run_1/gates.png
The bar under the picture is 20 µm long.
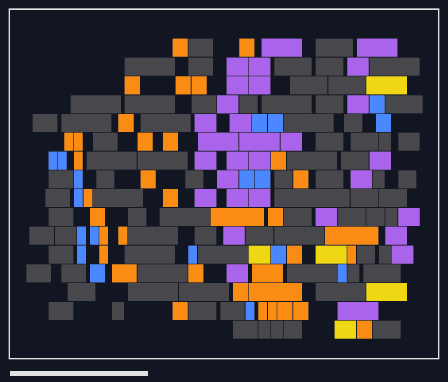
run_1/sizing.png
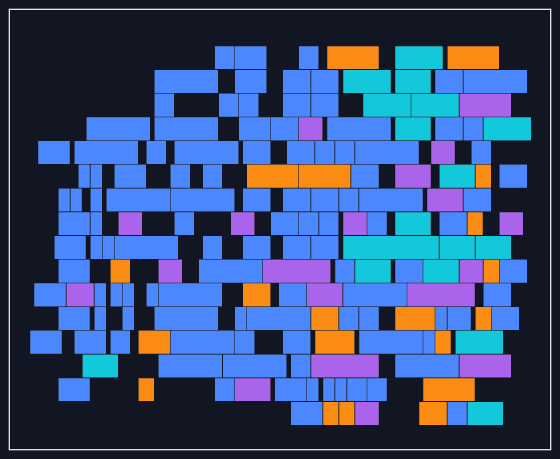
run_1/m3.png
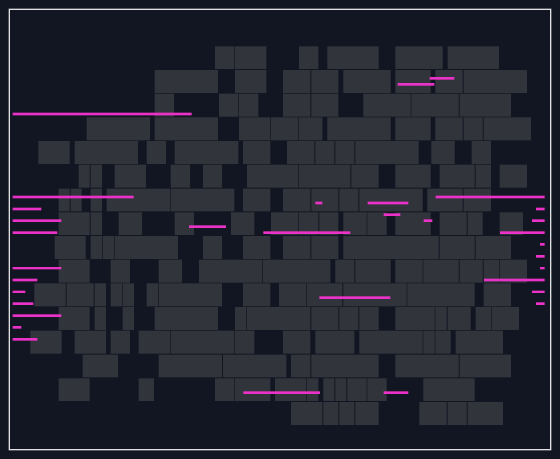
run_1/clock_wires.png
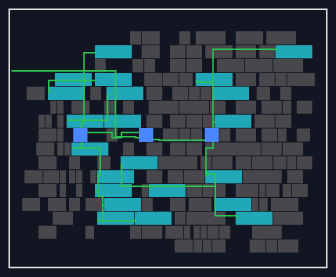
$ cat config.mk
export PLATFORM = sky130hd
export DESIGN_NAME = fwd_hazard_ctrl
export DESIGN_NICKNAME = d
export VERILOG_FILES = /design/src/rtl/fwd_hazard_ctrl_pkg.sv /design/src/rtl/fwd_sel_prio.sv /design/src/rtl/fwd_hazard_ctrl.sv
export SDC_FILE = /design/constraint.sdc
export NUM_CORES = 1
export LEC_CHECK = 0
export CAP_MARGIN = 20
export CORE_ASPECT_RATIO = 0.8
export CORE_MARGIN = 2
export CORE_UTILIZATION = 41
export DETAILED_ROUTE_END_ITERATION = 7
export GPL_TIMING_DRIVEN = 0
export HOLD_SLACK_MARGIN = 0.02
export PLACE_DENSITY = 0.75
export REMOVE_ABC_BUFFERS = 1
export SYNTH_ARGS = -nofsm -noshare
export SYNTH_HDL_FRONTEND = slang
export SYNTH_SLANG_ARGS = --single-unit
$ cat constraint.sdc
create_clock -name clk -period 2.81 [get_ports clk]
set_clock_uncertainty 0.05 [all_clocks]
set_input_delay 0.843 -clock clk [delete_from_list [all_inputs] [get_ports clk]]
set_output_delay 0.843 -clock clk [all_outputs]
set_load 0.005 [all_outputs]
$ cat src/rtl/fwd_hazard_ctrl_pkg.sv
// Shared pipeline definitions: forwarding select encodings, register-address geometry
// and the per-stage record carried by the EX/DM/WB stage registers and RB_Block.
package fwd_hazard_ctrl_pkg;

  localparam int REG_ADDR_W = 5;
  localparam logic [REG_ADDR_W-1:0] ZERO_REG = '0;

  localparam logic [1:0] FWD_REG = 2'b00;
  localparam logic [1:0] FWD_EX  = 2'b01;
  localparam logic [1:0] FWD_DM  = 2'b10;
  localparam logic [1:0] FWD_WB  = 2'b11;

  typedef struct packed {
    logic                  valid;
    logic [REG_ADDR_W-1:0] rw;
    logic                  wr_en;
    logic                  is_load;
  } stage_rec_t;

  // A stage can supply an operand only if it really writes that (non-zero) register.
  function automatic logic stage_hit(input stage_rec_t            rec,
                                     input logic [REG_ADDR_W-1:0] src,
                                     input logic                  use_src,
                                     input logic [REG_ADDR_W-1:0] zero_reg);
    return rec.valid & rec.wr_en & (rec.rw == src) & (src != zero_reg) & use_src;
  endfunction

endpackage

$ cat src/rtl/fwd_sel_prio.sv
// Per-operand forwarding select, youngest producer first; purely combinational,
// no flow control. Also flags an EX-stage load producer for load-use stall detection.
module fwd_sel_prio #(
  parameter int                    REG_ADDR_W = fwd_hazard_ctrl_pkg::REG_ADDR_W,
  parameter logic [REG_ADDR_W-1:0] ZERO_REG   = fwd_hazard_ctrl_pkg::ZERO_REG
) (
  input  logic                            id_valid,
  input  logic [REG_ADDR_W-1:0]           src,
  input  logic                            use_src,
  input  fwd_hazard_ctrl_pkg::stage_rec_t ex,
  input  fwd_hazard_ctrl_pkg::stage_rec_t dm,
  input  fwd_hazard_ctrl_pkg::stage_rec_t wb,
  output logic [1:0]                      sel,
  output logic                            ex_load_hit
);
  import fwd_hazard_ctrl_pkg::*;

  logic hit_ex, hit_dm, hit_wb;

  assign hit_ex = stage_hit(ex, src, use_src, ZERO_REG);
  assign hit_dm = stage_hit(dm, src, use_src, ZERO_REG);
  assign hit_wb = stage_hit(wb, src, use_src, ZERO_REG);

  assign ex_load_hit = hit_ex & ex.is_load;

  always_comb begin
    sel = FWD_REG;
    if (id_valid) begin
      if (hit_ex)      sel = FWD_EX;
      else if (hit_dm) sel = FWD_DM;
      else if (hit_wb) sel = FWD_WB;
    end
  end

endmodule

$ cat src/rtl/fwd_hazard_ctrl.sv
// Forwarding selects, load-use stall and DM write address for the register-bank read stage.
// Outputs are combinational from decode inputs and EX/DM/WB records; stall holds PC and IF/ID.
module fwd_hazard_ctrl #(
  parameter int                    REG_ADDR_W = fwd_hazard_ctrl_pkg::REG_ADDR_W,
  parameter logic [REG_ADDR_W-1:0] ZERO_REG   = fwd_hazard_ctrl_pkg::ZERO_REG
) (
  input  logic                  clk,
  input  logic                  rst,
  input  logic                  id_valid,
  input  logic [REG_ADDR_W-1:0] id_ra,
  input  logic [REG_ADDR_W-1:0] id_rb,
  input  logic                  id_use_a,
  input  logic                  id_use_b,
  input  logic [REG_ADDR_W-1:0] id_rw,
  input  logic                  id_wr_en,
  input  logic                  id_is_load,
  input  logic                  flush,
  output logic [1:0]            mux_sel_A,
  output logic [1:0]            mux_sel_B,
  output logic                  stall,
  output logic [REG_ADDR_W-1:0] RW_dm,
  output logic                  wr_en_dm
);
  import fwd_hazard_ctrl_pkg::*;

  stage_rec_t ex_q, dm_q, wb_q, new_rec;
  logic [1:0] sel_a, sel_b;
  logic       ld_hit_a, ld_hit_b, id_accept;

  fwd_sel_prio #(.REG_ADDR_W(REG_ADDR_W), .ZERO_REG(ZERO_REG)) u_sel_a (
    .id_valid    (id_valid),
    .src         (id_ra),
    .use_src     (id_use_a),
    .ex          (ex_q),
    .dm          (dm_q),
    .wb          (wb_q),
    .sel         (sel_a),
    .ex_load_hit (ld_hit_a)
  );

  fwd_sel_prio #(.REG_ADDR_W(REG_ADDR_W), .ZERO_REG(ZERO_REG)) u_sel_b (
    .id_valid    (id_valid),
    .src         (id_rb),
    .use_src     (id_use_b),
    .ex          (ex_q),
    .dm          (dm_q),
    .wb          (wb_q),
    .sel         (sel_b),
    .ex_load_hit (ld_hit_b)
  );

  // Flush wins over stall: a squashed instruction never waits on a load.
  assign stall     = ~rst & id_valid & ~flush & (ld_hit_a | ld_hit_b);
  assign id_accept = id_valid & ~stall & ~flush;

  always_comb begin
    new_rec = '0;
    if (id_accept) begin
      new_rec.valid   = 1'b1;
      new_rec.rw      = id_rw;
      new_rec.wr_en   = id_wr_en;
      new_rec.is_load = id_is_load;
    end
  end

  // Outputs read as idle while reset is held, independent of stale stage contents.
  assign mux_sel_A = rst ? FWD_REG : sel_a;
  assign mux_sel_B = rst ? FWD_REG : sel_b;
  assign RW_dm     = rst ? '0 : dm_q.rw;
  assign wr_en_dm  = ~rst & dm_q.valid & dm_q.wr_en;

  always_ff @(posedge clk) begin
    if (rst) begin
      ex_q <= '0;
      dm_q <= '0;
      wb_q <= '0;
    end else begin
      wb_q <= dm_q;
      dm_q <= ex_q;
      ex_q <= new_rec;
    end
  end

endmodule

==> results.py, run 1 <==
# Generated from Yosys and OpenROAD reports
metrics = {
    "logic_synthesis": {
        "top_area_share_pct": 40.0,
        "adder_share_pct": 0,
        "syn_area_per_cell_um2": 9.10,
        "ys_sh_xor_pct": 23.9,
        "ys_top_cells_by_count": "24 x xnor2_1, 22 x dfxtp_1, 19 x nor2b_1",
        "synthTopLogicFamily": "simple AND/OR/NAND/NOR gates",
        "ff_type": "dfxtp_1",
        "ys_ff": 22,
        "top_area_cell": "dfxtp_1",
        "area_leaders": "dfxtp_1 40%, xnor2_1 19%, nor2b_1 11%",
        "ys_chip_area_um2": 1100,
        "ys_sh_mux_pct": 0,
        "synth_area_um2": 1100,
        "ys_seq_share_pct": 40.0,
        "yosysCellCount": 121,
        "ys_async_sr_fraction_pct": 0,
        "ys_types": 19,
        "aoi_share_pct": 3.86,
        "synthCells": 121,
        "synth-edff-count": 0,
        "simple_gate_share_pct": 30.6,
    },
    "final_timing": {
        "hold_slack_ps": 403,
        "layout_setup_ws_ps": -408,
        "max_clock_freq_mhz": 311,
        "relSlewSlack_pct": 77.2,
        "setup_tns_ps": -1650,
        "worst_pin_slew_ps": 339,
        "setup_viol": 5,
        "fin_crit_sh_pct": 115,
        "hold_violations": 0,
        "maxSlewViolCount": 0,
        "grt_setup_unrepaired": "yes",
        "period_minus_slack_ps": 3220,
    },
    "global_route": {
        "use_met2_pct": 36.1,
        "overflow": 0,
        "top_usage_layer": "met2",
        "grt_max_degree": 22,
        "grt_pass1_vias": 1059,
        "antenna_found_initial": 0,
        "grt_pass1_wl_mm": 4.80,
        "grt_usage_pct": 21.6,
        "grtUsageMet1_pct": 25.0,
    },
    "setup_path": {
        "cp_top_family": "simple AND/OR/NAND/NOR gates",
        "cpMostUsedCell": "buf_6",
        "criticalPathCategory": "primary input to primary output",
        "cpMaxStageDelayCell": "or4_4",
        "cp-start-kind": "primary input",
        "crit_buf_inv": 3,
        "crit_start": "id_ra[2]",
        "required_ps": 1920,
        "arrival_ps": 2330,
        "reg2reg_to": "ex_q[2]$_SDFF_PP0_",
        "end_kind": "primary output",
        "cp_max_fo": 3,
        "endpoint": "stall",
        "slowest_delay_ps": 540,
        "r2r_cells": 6,
        "crit_cells": 8,
        "cp_cell_sequence": "buf_8 > or4_4 > o21ai_4 > buf_6 > nor4_4 > o21a_2 > and2_4 > buf_6",
        "reg2reg_setup_slack_ps": 1120,
        "timing.rr.start": "ex_q[5]$_SDFF_PP0_",
    },
    "run_status": {
        "status": "finished with violations",
        "violations": "negative setup slack",
    },
    "power": {
        "p_leak_nw": 0.675,
        "pg_seq_uw": 324,
        "power_leader": "sequential cells",
        "combPwrFrac_pct": 17.9,
        "ir_drop_uv": 327,
        "switching_power_uw": 151,
        "p_sw_share_pct": 22.1,
        "p_per_area_nw_per_um2": 388,
        "power_frac_seq_pct": 47.4,
        "comb_cell_power_uw": 122,
        "p_int_uw": 533,
        "finalPower_uw": 684,
        "clock_power_share_pct": 34.8,
    },
    "cells_and_area": {
        "fill_cells": 200,
        "lay_top_count": "dfxtp_1",
        "layout_top_cells": "22 x dfxtp_1, 19 x nor2b_1, 19 x xnor2_1",
        "num_antenna_cells": 0,
        "nClkBuffers": 3,
        "buffer_area_share_pct": 25.4,
        "largest_cell_class": "logic gates",
        "seq_share_pct": 25.0,
        "utilization_pct": 70.4,
        "seq_cell_count": 22,
        "nMultiInputCombCells": 96,
        "drive_gt1_share_pct": 33.3,
        "fin_area_um2": 1760,
        "comb_area_um2": 776,
        "clk_share_pct": 2.99,
        "syn2layout_area_growth_pct": 59.9,
        "inv_count": 0,
        "reg_top3": "ex_q (8), dm_q (7), wb_q (7)",
        "largest_reg_flops": 8,
        "final_nets": 192,
        "instances_no_fill": 204,
        "register_area_um2": 440,
        "signal_buffers": 46,
        "comb_share_pct": 44.1,
    },
    "clocking": {
        "clk_pin_slew_worst_paths_ps": 130,
        "numCtsBuffers": 3,
        "cts_tree": "built",
        "clock_sinks": 22,
        "cts_buffer_depth": 2,
        "hold_buffers": 0,
        "post_cts_buffers": 13,
        "clock_latency_ps": 310,
        "h-tree-depth": 1,
        "clock-root-buffer": "clkbuf_4",
        "cts.repair.resized": 119,
    },
    "floorplan": {
        "fp-utilization_pct": 44.0,
        "die_w_um": 61.9,
        "tap_cells": 36,
        "placementRows": 16,
        "dieArea_um2": 3120,
        "core_um2": 2500,
        "pin_count": 34,
    },
    "route": {
        "wl_mm": 3.13,
        "avgRoutedWirePerCell_um": 15.3,
        "dr.pass1.iters": 4,
        "drcViolationCount": 0,
        "drtIter0Drc": 24,
        "wl_met2_mm": 1.55,
        "drt-met1-wl_mm": 1.35,
        "avgViaCountPerCell": 4.98,
        "met3WireLength_um": 140,
        "highest_layer": "met4",
    },
    "place": {
        "place_hpwl_mm": 1.99,
        "place.gp.congestion": 0.745,
        "port_buffers": 33,
        "placed_cells": 187,
        "dpl_worst_slack_ps": -1370,
    },
    "run": {
        "maxCapViolations": 0,
    },
    "min_path": {
        "hold_class": "register to register",
        "min_to": "dm_q[7]$_SDFF_PP0_",
    },
}
Back to the opening pictures, gates.png:
blue -> nand cells  # cells 18, most used nand2_1
yellow -> aoi and oai cells  # cells 5
purple -> xor and xnor cells  # cells 30, most used xnor2_1
orange -> nor cells  # cells 36, most used nor2b_1

Back to the opening pictures, sizing.png:
blue -> x1 and smaller  # cells 112
purple -> x3 and x4  # cells 19
cyan -> x6 and larger  # cells 17
orange -> x2  # cells 20

Back to the opening pictures, m3.png:
share of all routed wire = 4.5%
wire length on this layer = 141 µm
nets with wire on the layer = 28
main direction = horizontal
longest straight run = 20.2 µm

Back to the opening pictures, clock_wires.png:
cyan -> flip-flops  # count 22
blue -> clock-net drivers  # count 3
green -> clock wires  # length 227 µm
routed clock nets = 4

run_1/congestion_map.png
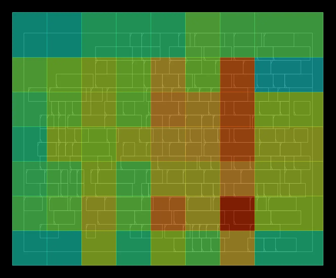

==> run 2: changes to the inputs <==
--- a/config.mk
+++ b/config.mk
@@ -7,7 +7,7 @@
 export LEC_CHECK = 0
 export CAP_MARGIN = 20
 export CORE_ASPECT_RATIO = 0.8
-export CORE_MARGIN = 2
+export CORE_MARGIN = 4
 export CORE_UTILIZATION = 41
 export DETAILED_ROUTE_END_ITERATION = 7
 export GPL_TIMING_DRIVEN = 0
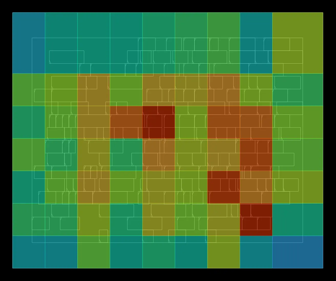
run_2/congestion_map.png
met3 Usage GRT: 6.37%
fin util: 68.4%
GR Util met2: 33.4%
GR met1 Demand/Resource: 19.5%

==> results.py, run 2 <==
# Generated from Yosys and OpenROAD reports
metrics = {
    "run_status": {
        "status": "finished with violations",
        "violations": "negative setup slack",
    },
    "place": {
        "place_hpwl_mm": 2.10,
        "dpl_worst_slack_ps": -1430,
        "placed_cells": 187,
        "port_buffers": 33,
        "place.gp.congestion": 0.725,
    },
    "power": {
        "comb_cell_power_uw": 113,
        "powerClk_uw": 238,
        "power_frac_seq_pct": 48.0,
        "p_sw_share_pct": 22.0,
        "combPwrFrac_pct": 16.7,
        "power_leader": "sequential cells",
        "pg_seq_uw": 323,
        "clock_power_share_pct": 35.3,
        "p_leak_nw": 0.648,
        "ir_drop_uv": 281,
        "p_per_area_nw_per_um2": 394,
        "p_int_uw": 526,
        "switching_power_uw": 148,
        "finalPower_uw": 674,
    },
    "final_timing": {
        "hold_slack_ps": 422,
        "period_minus_slack_ps": 3160,
        "relSlewSlack_pct": 70.1,
        "grt_setup_unrepaired": "yes",
        "fin_crit_sh_pct": 112,
        "layout_setup_ws_ps": -346,
        "maxSlewViolCount": 0,
        "worst_pin_slew_ps": 445,
        "hold_violations": 0,
        "setup_viol": 5,
        "max_clock_freq_mhz": 317,
        "setup_tns_ps": -1560,
    },
    "clocking": {
        "clock_sinks": 22,
        "clock-root-buffer": "clkbuf_4",
        "post_cts_buffers": 8,
        "cts_tree": "built",
        "numCtsBuffers": 3,
        "cts.repair.resized": 104,
        "h-tree-depth": 1,
        "clock_latency_ps": 310,
        "hold_buffers": 0,
        "clk_pin_slew_worst_paths_ps": 110,
        "cts_buffer_depth": 2,
    },
    "setup_path": {
        "end_kind": "primary output",
        "cpMaxStageDelayCell": "or4_4",
        "cpMostUsedCell": "buf_6",
        "crit_cells": 8,
        "r2r_cells": 6,
        "endpoint": "stall",
        "required_ps": 1920,
        "reg2reg_setup_slack_ps": 1240,
        "reg2reg_to": "ex_q[4]$_SDFF_PP0_",
        "slowest_delay_ps": 530,
        "crit_buf_inv": 3,
        "criticalPathCategory": "primary input to primary output",
        "cp-start-kind": "primary input",
        "crit_start": "id_rb[2]",
        "cp_cell_sequence": "buf_8 > or4_4 > o21ai_4 > buf_6 > nor4_4 > o21a_2 > and2_4 > buf_6",
        "cp_max_fo": 2,
        "cp_top_family": "simple AND/OR/NAND/NOR gates",
        "timing.rr.start": "ex_q[6]$_SDFF_PP0_",
        "arrival_ps": 2260,
    },
    "global_route": {
        "grt_pass1_wl_mm": 4.67,
        "grt_usage_pct": 17.7,
        "grt_max_degree": 22,
        "antenna_found_initial": 0,
        "overflow": 0,
        "top_usage_layer": "met2",
        "grt_pass1_vias": 1051,
    },
    "route": {
        "avgRoutedWirePerCell_um": 15.2,
        "drcViolationCount": 0,
        "met3WireLength_um": 216,
        "wl_mm": 3.06,
        "vias": 1014,
        "wl_met2_mm": 1.49,
        "dr.pass1.iters": 4,
        "highest_layer": "met4",
        "drt-met1-wl_mm": 1.28,
        "drtIter0Drc": 79,
        "avgViaCountPerCell": 5.02,
    },
    "cells_and_area": {
        "drive_gt1_share_pct": 30.7,
        "buffer_area_share_pct": 24.3,
        "nClkBuffers": 3,
        "reg_top3": "ex_q (8), dm_q (7), wb_q (7)",
        "largest_cell_class": "logic gates",
        "signal_buffers": 44,
        "seq_share_pct": 25.7,
        "nMultiInputCombCells": 96,
        "largest_reg_flops": 8,
        "fill_cells": 190,
        "comb_area_um2": 757,
        "fin_area_um2": 1710,
        "syn2layout_area_growth_pct": 55.3,
        "register_area_um2": 440,
        "inv_count": 0,
        "instances_no_fill": 202,
        "comb_share_pct": 44.3,
        "regMostFlops": "ex_q",
        "seq_cell_count": 22,
        "clk_share_pct": 3.07,
        "layout_top_cells": "22 x xnor2_1, 22 x dfxtp_1, 19 x nor2b_1",
        "final_nets": 190,
        "num_antenna_cells": 0,
    },
    "logic_synthesis": {
        "ff_type": "dfxtp_1",
        "synth-edff-count": 0,
        "ys_types": 19,
        "yosysCellCount": 121,
        "ys_sh_xor_pct": 23.9,
        "ys_top_cells_by_count": "24 x xnor2_1, 22 x dfxtp_1, 19 x nor2b_1",
        "ys_warn_count": 0,
        "top_area_share_pct": 40.0,
        "synth_area_um2": 1100,
        "ys_ff": 22,
        "ys_seq_share_pct": 40.0,
        "ys_async_sr_fraction_pct": 0,
        "aoi_share_pct": 3.86,
        "synthCells": 121,
        "top_area_cell": "dfxtp_1",
        "ys_sh_mux_pct": 0,
        "ys_chip_area_um2": 1100,
        "synthTopLogicFamily": "simple AND/OR/NAND/NOR gates",
        "simple_gate_share_pct": 30.6,
        "most_common_cell": "xnor2_1",
        "adder_share_pct": 0,
        "syn_area_per_cell_um2": 9.10,
        "area_leaders": "dfxtp_1 40%, xnor2_1 19%, nor2b_1 11%",
    },
    "floorplan": {
        "placementRows": 16,
        "core_um2": 2500,
        "tap_cells": 36,
        "die_w_um": 65.9,
        "pin_count": 34,
        "dieArea_um2": 3580,
        "die_h_um": 54.4,
        "fp-utilization_pct": 44.0,
    },
    "min_path": {
        "hold_class": "register to register",
        "min-delay-start": "dm_q[1]$_SDFF_PP0_",
        "hold_depth": 1,
        "min_to": "wb_q[1]$_SDFF_PP0_",
    },
    "run": {
        "maxCapViolations": 0,
    },
}
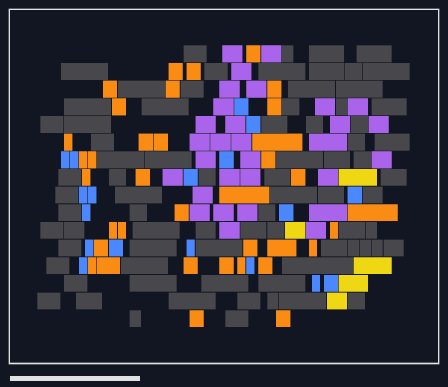
run_2/gates.png
The bar under the picture is 20 µm long.
blue -> nand cells  # cells 18, most used nand2_1
yellow -> aoi and oai cells  # cells 5
purple -> xor and xnor cells  # cells 30, most used xnor2_1
orange -> nor cells  # cells 36, most used nor2b_1

No activity file was given, so power comes from the tool's default toggle rates.
